File: src/rtl/io_uart_tx_pkg.sv
`default_nettype none
// ============================================================================
// Module  : io_uart_tx_pkg
// Brief   : Shared FSM encoding, defaults and bit-period clamp for io_uart_tx.
// Revision: 1.0
// ============================================================================
package io_uart_tx_pkg;

    localparam int DEPTH_DEF = 16;
    localparam int ADR_W_DEF = 4;
    localparam int TERM_MIN  = 2;

    typedef enum logic [1:0] {
        ST_IDLE  = 2'd0,
        ST_START = 2'd1,
        ST_DATA  = 2'd2,
        ST_STOP  = 2'd3
    } tx_state_e;

    function automatic logic [15:0] clamp_term(input logic [15:0] term);
        return (term < 16'(TERM_MIN)) ? 16'(TERM_MIN) : term;
    endfunction

endpackage
`default_nettype wire

File: src/rtl/uart_tx_fifo.sv
`default_nettype none
// ============================================================================
// Module  : uart_tx_fifo
// Brief   : Flop-based synchronous FIFO; head entry is read straight from storage.
// Revision: 1.0
// ============================================================================
module uart_tx_fifo
    import io_uart_tx_pkg::*;
#(
    parameter int DEPTH = DEPTH_DEF,
    parameter int ADR_W = ADR_W_DEF
) (
    input  logic             clk,
    input  logic             rst,
    input  logic             push_i,
    input  logic             pop_i,
    input  logic [7:0]       din_i,
    output logic [7:0]       dout_o,
    output logic [ADR_W:0]   count_o,
    output logic             empty_o,
    output logic             full_o
);

    localparam logic [ADR_W:0] C_DEPTH = (ADR_W+1)'(DEPTH);

    logic [7:0]       mem_q [DEPTH];
    logic [ADR_W-1:0] wr_ptr_q;
    logic [ADR_W-1:0] rd_ptr_q;
    logic [ADR_W:0]   count_q;
    logic             w_push;
    logic             w_pop;

    // A push into a full FIFO is still accepted when the head leaves the same cycle.
    assign w_push  = push_i & (~full_o | pop_i);
    assign w_pop   = pop_i & ~empty_o;
    assign empty_o = (count_q == '0);
    assign full_o  = (count_q == C_DEPTH);
    assign count_o = count_q;
    assign dout_o  = mem_q[rd_ptr_q];

    always_ff @(posedge clk) begin
        if (w_push) begin
            mem_q[wr_ptr_q] <= din_i;
        end
    end

    always_ff @(posedge clk or posedge rst) begin
        if (rst) begin
            wr_ptr_q <= '0;
            rd_ptr_q <= '0;
            count_q  <= '0;
        end else begin
            if (w_push) wr_ptr_q <= wr_ptr_q + 1'b1;
            if (w_pop)  rd_ptr_q <= rd_ptr_q + 1'b1;
            case ({w_push, w_pop})
                2'b10:   count_q <= count_q + 1'b1;
                2'b01:   count_q <= count_q - 1'b1;
                default: count_q <= count_q;
            endcase
        end
    end

endmodule
`default_nettype wire

File: src/rtl/io_uart_tx.sv
`default_nettype none
// ============================================================================
// Module  : io_uart_tx
// Brief   : Buffered 8N1 UART transmitter with CPU/echo arbitration.
// Revision: 1.0
// ============================================================================
module io_uart_tx
    import io_uart_tx_pkg::*;
#(
    parameter int DEPTH = DEPTH_DEF,
    parameter int ADR_W = ADR_W_DEF
) (
    input  logic        clk,
    input  logic        rst,
    input  logic [7:0]  uart_io_char,
    input  logic        uart_io_we,
    input  logic [7:0]  echo_char,
    input  logic        echo_we,
    input  logic [15:0] uart_term,
    output logic        uart_io_full,
    output logic        uart_tx,
    output logic        tx_busy,
    output logic        tx_overflow
);

    localparam logic [ADR_W:0] C_ALMOST = (ADR_W+1)'(DEPTH - 1);

    tx_state_e      state_q;
    logic [7:0]     shift_q;
    logic [15:0]    term_q;
    logic [15:0]    baud_q;
    logic [2:0]     bit_cnt_q;
    logic           tx_q;
    logic           overflow_q;

    logic [7:0]     w_head;
    logic [ADR_W:0] w_count;
    logic           w_empty;
    logic           w_full;
    logic           w_pop;
    logic           w_push;
    logic [7:0]     w_din;
    logic           w_baud_done;
    logic [15:0]    w_term_new;

    assign w_baud_done = (baud_q == 16'd0);
    assign w_term_new  = clamp_term(uart_term);
    assign w_pop       = ~w_empty & ((state_q == ST_IDLE) |
                                     ((state_q == ST_STOP) & w_baud_done));
    // CPU writes win; a colliding echo character is silently lost.
    assign w_push      = uart_io_we | echo_we;
    assign w_din       = uart_io_we ? uart_io_char : echo_char;

    assign uart_io_full = (w_count >= C_ALMOST);
    assign uart_tx      = tx_q;
    assign tx_busy      = (state_q != ST_IDLE) | ~w_empty;
    assign tx_overflow  = overflow_q;

    uart_tx_fifo #(
        .DEPTH (DEPTH),
        .ADR_W (ADR_W)
    ) u_fifo (
        .clk     (clk),
        .rst     (rst),
        .push_i  (w_push),
        .pop_i   (w_pop),
        .din_i   (w_din),
        .dout_o  (w_head),
        .count_o (w_count),
        .empty_o (w_empty),
        .full_o  (w_full)
    );

    always_ff @(posedge clk or posedge rst) begin
        if (rst) begin
            overflow_q <= 1'b0;
        end else if (uart_io_we & w_full & ~w_pop) begin
            overflow_q <= 1'b1;
        end
    end

    always_ff @(posedge clk or posedge rst) begin
        if (rst) begin
            state_q   <= ST_IDLE;
            shift_q   <= '0;
            term_q    <= '0;
            baud_q    <= '0;
            bit_cnt_q <= '0;
            tx_q      <= 1'b1;
        end else begin
            case (state_q)
                ST_IDLE: begin
                    if (w_pop) begin
                        shift_q <= w_head;
                        term_q  <= w_term_new;
                        baud_q  <= w_term_new - 16'd1;
                        tx_q    <= 1'b0;
                        state_q <= ST_START;
                    end
                end
                ST_START: begin
                    if (w_baud_done) begin
                        baud_q    <= term_q - 16'd1;
                        bit_cnt_q <= 3'd0;
                        tx_q      <= shift_q[0];
                        state_q   <= ST_DATA;
                    end else begin
                        baud_q <= baud_q - 16'd1;
                    end
                end
                ST_DATA: begin
                    if (w_baud_done) begin
                        baud_q <= term_q - 16'd1;
                        if (bit_cnt_q == 3'd7) begin
                            tx_q    <= 1'b1;
                            state_q <= ST_STOP;
                        end else begin
                            shift_q   <= {1'b0, shift_q[7:1]};
                            tx_q      <= shift_q[1];
                            bit_cnt_q <= bit_cnt_q + 3'd1;
                        end
                    end else begin
                        baud_q <= baud_q - 16'd1;
                    end
                end
                ST_STOP: begin
                    if (w_baud_done) begin
                        // Chain straight into the next start bit when more data is queued.
                        if (w_pop) begin
                            shift_q <= w_head;
                            term_q  <= w_term_new;
                            baud_q  <= w_term_new - 16'd1;
                            tx_q    <= 1'b0;
                            state_q <= ST_START;
                        end else begin
                            state_q <= ST_IDLE;
                        end
                    end else begin
                        baud_q <= baud_q - 16'd1;
                    end
                end
                default: begin
                    state_q <= ST_IDLE;
                    tx_q    <= 1'b1;
                end
            endcase
        end
    end

endmodule
`default_nettype wire

File: config.mk
export PLATFORM = sky130hd
export DESIGN_NAME = io_uart_tx
export DESIGN_NICKNAME = d
export VERILOG_FILES = /design/src/rtl/io_uart_tx_pkg.sv /design/src/rtl/uart_tx_fifo.sv /design/src/rtl/io_uart_tx.sv
export SDC_FILE = /design/constraint.sdc
export NUM_CORES = 1
export LEC_CHECK = 0
export ABC_AREA = 0
export CELL_PAD_IN_SITES_DETAIL_PLACEMENT = 1
export CELL_PAD_IN_SITES_GLOBAL_PLACEMENT = 1
export CORE_MARGIN = 2
export CORE_UTILIZATION = 31
export DETAILED_ROUTE_END_ITERATION = 8
export MAX_ROUTING_LAYER = met4
export PLACE_DENSITY = 0.58
export SLEW_MARGIN = 20
export SYNTH_ARGS = -nofsm -noshare
export SYNTH_HDL_FRONTEND = slang
export SYNTH_SLANG_ARGS = --single-unit
File: constraint.sdc
create_clock -name clk -period 6 [get_ports clk]
set_input_delay 0.9 -clock clk [delete_from_list [all_inputs] [get_ports clk]]
set_output_delay 0.9 -clock clk [all_outputs]
set_load 0.03 [all_outputs]
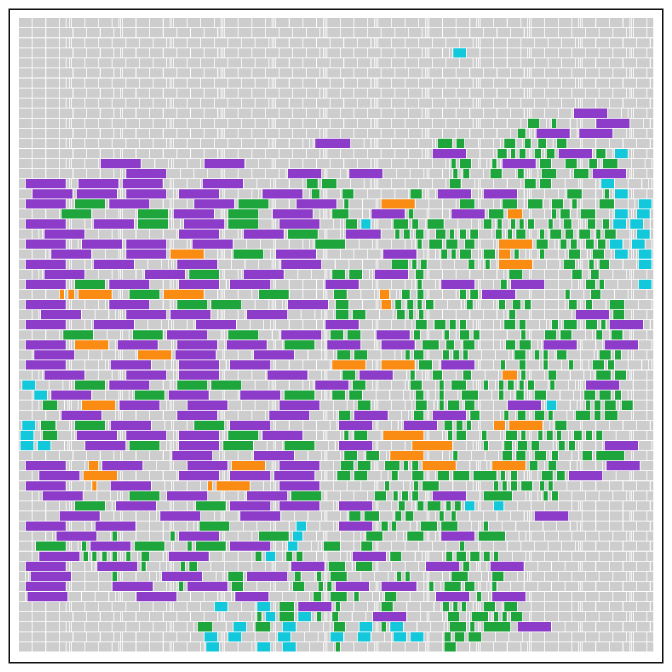
Fig. 1. Placement by cell class.
Fill, decap, tap and diode cells in grey.
Purple marks registers, cells 188. Cyan marks remaining buffers and delay cells, cells 48. Orange marks clock drivers and dummy loads, cells 31. Green marks remaining logic cells, cells 443.
Post-Layout Inst Area: 0.0106 sq mm
sequential share of cell area: 50.5%
# rows: 63
final core utilization: 36.0%

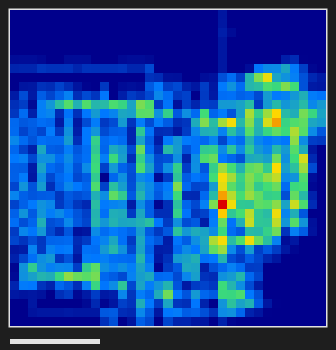
Fig. 2. Wiring heat map.
Scale bar: 50 um. 35 x 35 tiles, from dark blue (low) to red (high), scaled to the fullest tile. Values are wire area over tile area, all layers added.
The fullest tile reaches 0.58. The mean over all tiles is 0.11. 27% of the tiles are nearly empty. The densest ninth of the die: east. 7.9% of the tiles are over half the peak.

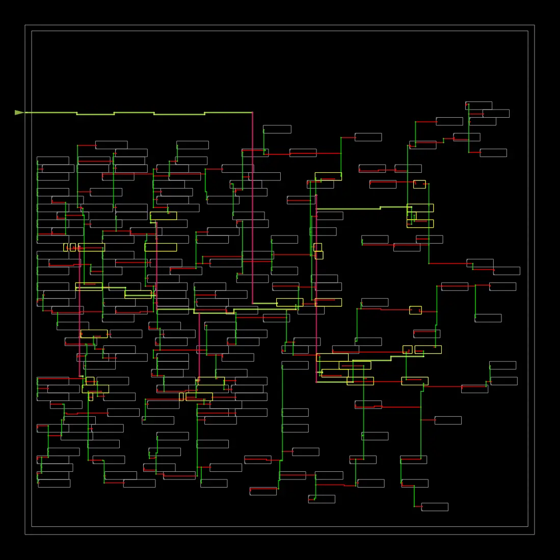
Fig. 3. Clock routing.
Worst Clk Skew: 0.0115 ns
clk sink count: 188
Clock Latency Late Sink: 0.44 ns

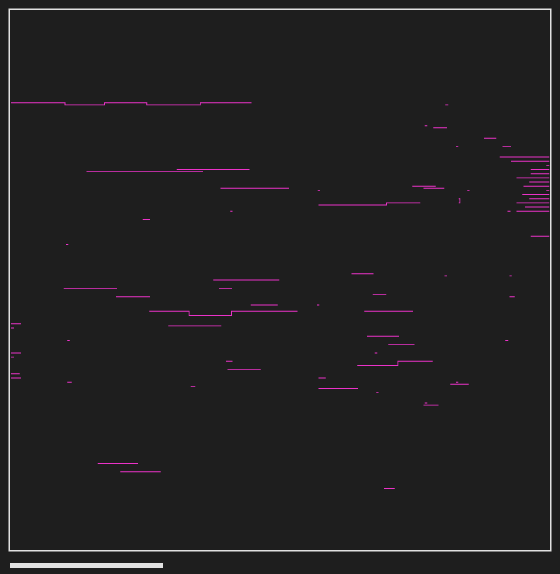
Fig. 4. The metal 3 layer.
Scale bar: 50 um.
The layer holds 2.8% of the routed length. 51 nets have wire on it. The longest straight run is 37.7 um. The wires run mostly horizontal. The layer carries 629 um of wire.
GR Layer Usage met3: 2.52%
drt total wl: 22.8 mm
vias: 5731

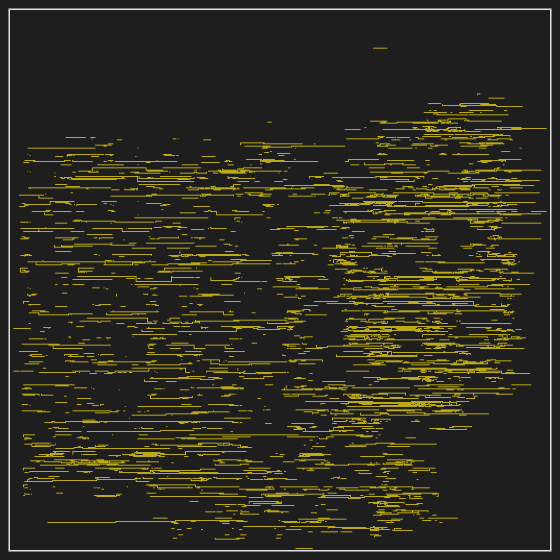
Fig. 5. Met1 routing.
The longest straight run is 50.6 um. The layer carries 9540 um of wire.

## registers in the layout, indices dropped and copies added (netlist names)
register         count
state_q              2
u_fifo.count_o       5
term_q              16
uart_tx              1
u_fifo.rd_ptr_q      4
u_fifo.wr_ptr_q      4
bit_cnt_q            3
baud_q              16
shift_q              8
tx_overflow          1
u_fifo.mem_q       128
## layout make-up
cell class | count | share of cell area (%)
tap | 390 | 4.61
inverter | 20 | 0.709
timing repair buffer | 48 | 4.33
clock inverter | 12 | 1.52
clock buffer | 19 | 4.09
sequential | 188 | 50.5
multi-input combinational | 423 | 34.2
## cells by family (layout without fill, tap and decap cells)
kind of cell             Yosys count  after routing  synth area share [%]
flip-flops                       188            188                  58.2
AND-OR/OR-AND                     99             99                  7.40
XOR/XNOR                          41             41                  3.91
buffers and inverters             54             99                  2.51
multiplexers                      91             91                  15.7
AND/OR/NAND/NOR                  172            172                  9.47
adder cells (fa/ha/maj)           20             20                  2.81
## stage by stage
step                setup WS [ns]  util [%]
floorplan                    2.45         -
global placement             1.39      34.0
detailed placement           1.18      34.0
CTS                          1.62      36.0
global route                 1.10      36.0
finish                       1.48      36.0
## metal layers
metal	part of all wire, %	vias to the layer above	routed length [um]	global-route usage, %
met4	2.9	0	669	6.58
met2	52	99	11900	27.5
met3	2.8	34	628	2.52
li1	-	2612	-	-
met1	42	2986	9540	18.8
met5	0	-	0	-
## path summary, 6_finish.rpt
kind	startpoint	endpoint	slack [ns]
max in group asynchronous	rst	u_fifo.rd_ptr_q[1]	4.35
min in group asynchronous	rst	u_fifo.wr_ptr_q[3]	1.03
min	uart_tx	uart_tx	0.46
max	uart_term[4]	baud_q[14]	1.48
min reg2reg	uart_tx	uart_tx	0.46
max reg2reg	baud_q[4]	u_fifo.count_o[4]	2.60
==> results.py <==
# Flow results
metrics = {
    "outcome": {
        "status": "complete, no violations",
    },
    "final_layout": {
        "seq_area_sq_mm": 0.00535,
        "layoutNonFillerInstCount": 1100,
        "num_antenna_cells": 0,
        "drive_gt1_share_pct": 16.5,
        "nets": 754,
        "comb_area_sq_mm": 0.00362,
        "areaGrowthSynthToFinish_pct": 15.3,
    },
    "setup_path": {
        "rr_worst_depth": 14,
        "crit_fanout": 7,
        "worstPathCellList": "clkdlybuf4s50_1, nor3_1, nand4b_1, o41ai_1, ha_1, nor3b_1, nand4_1, xor2_1, nand2_1, o21ai_0, o221ai_1",
        "startpoint_type": "input pin",
        "critPathSlowestCell": "nor3b_1",
        "critPathKind": "input pin to register",
        "cp_num_cells": 11,
        "cp.arrival_ns": 4.80,
        "cp_top_family": "simple AND/OR/NAND/NOR gates",
        "critPathMaxStageDelay_ns": 0.75,
        "cp.buffers_inverters": 1,
    },
    "global_route": {
        "grt_pass1_wl_mm": 36.6,
        "grt_usage_pct": 16.0,
        "gr-total-overflow": 0,
        "grt_pass1_vias": 6364,
        "antenna_found_initial": 0,
    },
    "power": {
        "share_comb_of_total_power_pct": 39.0,
        "pg_seq_mw": 2.06,
        "internal_power_mw": 3.31,
        "clkPwrFrac_pct": 22.2,
        "total_power_mw": 5.30,
        "comb_power_mw": 2.06,
        "switching_share_pct": 37.6,
        "powerClk_mw": 1.18,
        "p_sw_mw": 1.99,
        "ir_drop_mv": 0.219,
        "p_seq_share_pct": 38.8,
        "power-per-cell-area_mw_per_mm2": 500,
    },
    "yosys": {
        "yosys.cell_count.top_type": "edfxtp_1",
        "ys.flop_type": "edfxtp_1",
        "synth-edff-count": 128,
        "ys_seq_share_pct": 58.2,
        "yosys.area.top_type": "edfxtp_1",
        "synth.top_cells.by_count": "edfxtp_1, dfrtp_1, nand2_1, mux4_2, nor2_1",
        "yosys.area.top_type_share_pct": 41.8,
        "ys_cells": 665,
        "ys_async_sr_fraction_pct": 31.9,
        "synth_flops": 188,
        "ys.warnings.count": 0,
        "syn_inst": 665,
        "synth_area_sq_mm": 0.00919,
        "yosys-top-cells-area": "edfxtp_1, dfrtp_1, mux4_2, mux2_2, mux2i_1",
        "avgSynthCellArea_sq_um": 13.8,
    },
    "place": {
        "portBuffers": 39,
        "placed_cells": 1069,
        "gp_congestion": 0.906,
    },
    "final_timing": {
        "finalCritPeriodShare_pct": 75.3,
        "worstMarginPinSlew_ns": 1.03,
        "setup_violations": 0,
        "hold_slack_ns": 0.465,
        "hold_viol": 0,
        "rsz0062_at_grt": "no",
        "setup_tns_ns": 0,
        "layout_min_cycle_time_ns": 4.52,
        "relSlewSlack_pct": 31.0,
    },
    "hold_path": {
        "min_path_cells": 2,
        "hp-class": "register to register",
    },
    "job": {
        "warning_count": 33,
        "drv_cap": 0,
    },
    "die": {
        "dieArea_sq_mm": 0.0310,
        "io_pins": 40,
        "fp_util_pct": 31.2,
        "coreArea_sq_mm": 0.0294,
    },
    "routing": {
        "drt-pass1-iter-count": 4,
        "routed_via_density": 5.21,
        "routedWlPerCell_um": 20.7,
        "ant_nets": 0,
        "drtIter0Drc": 388,
        "route.detailed.drc": 0,
    },
    "clock_tree": {
        "holdBufCountCts": 0,
        "clk_pin_slew_ns": 0.07,
        "postCtsSetupRepairBufs": 0,
        "cts_buffers": 17,
        "htreeDepth": 4,
        "cts_resized": 0,
        "cts_tree": "built",
        "cts.path.max_buffers": 2,
    },
}
No activity file was given, so power comes from the tool's default toggle rates.
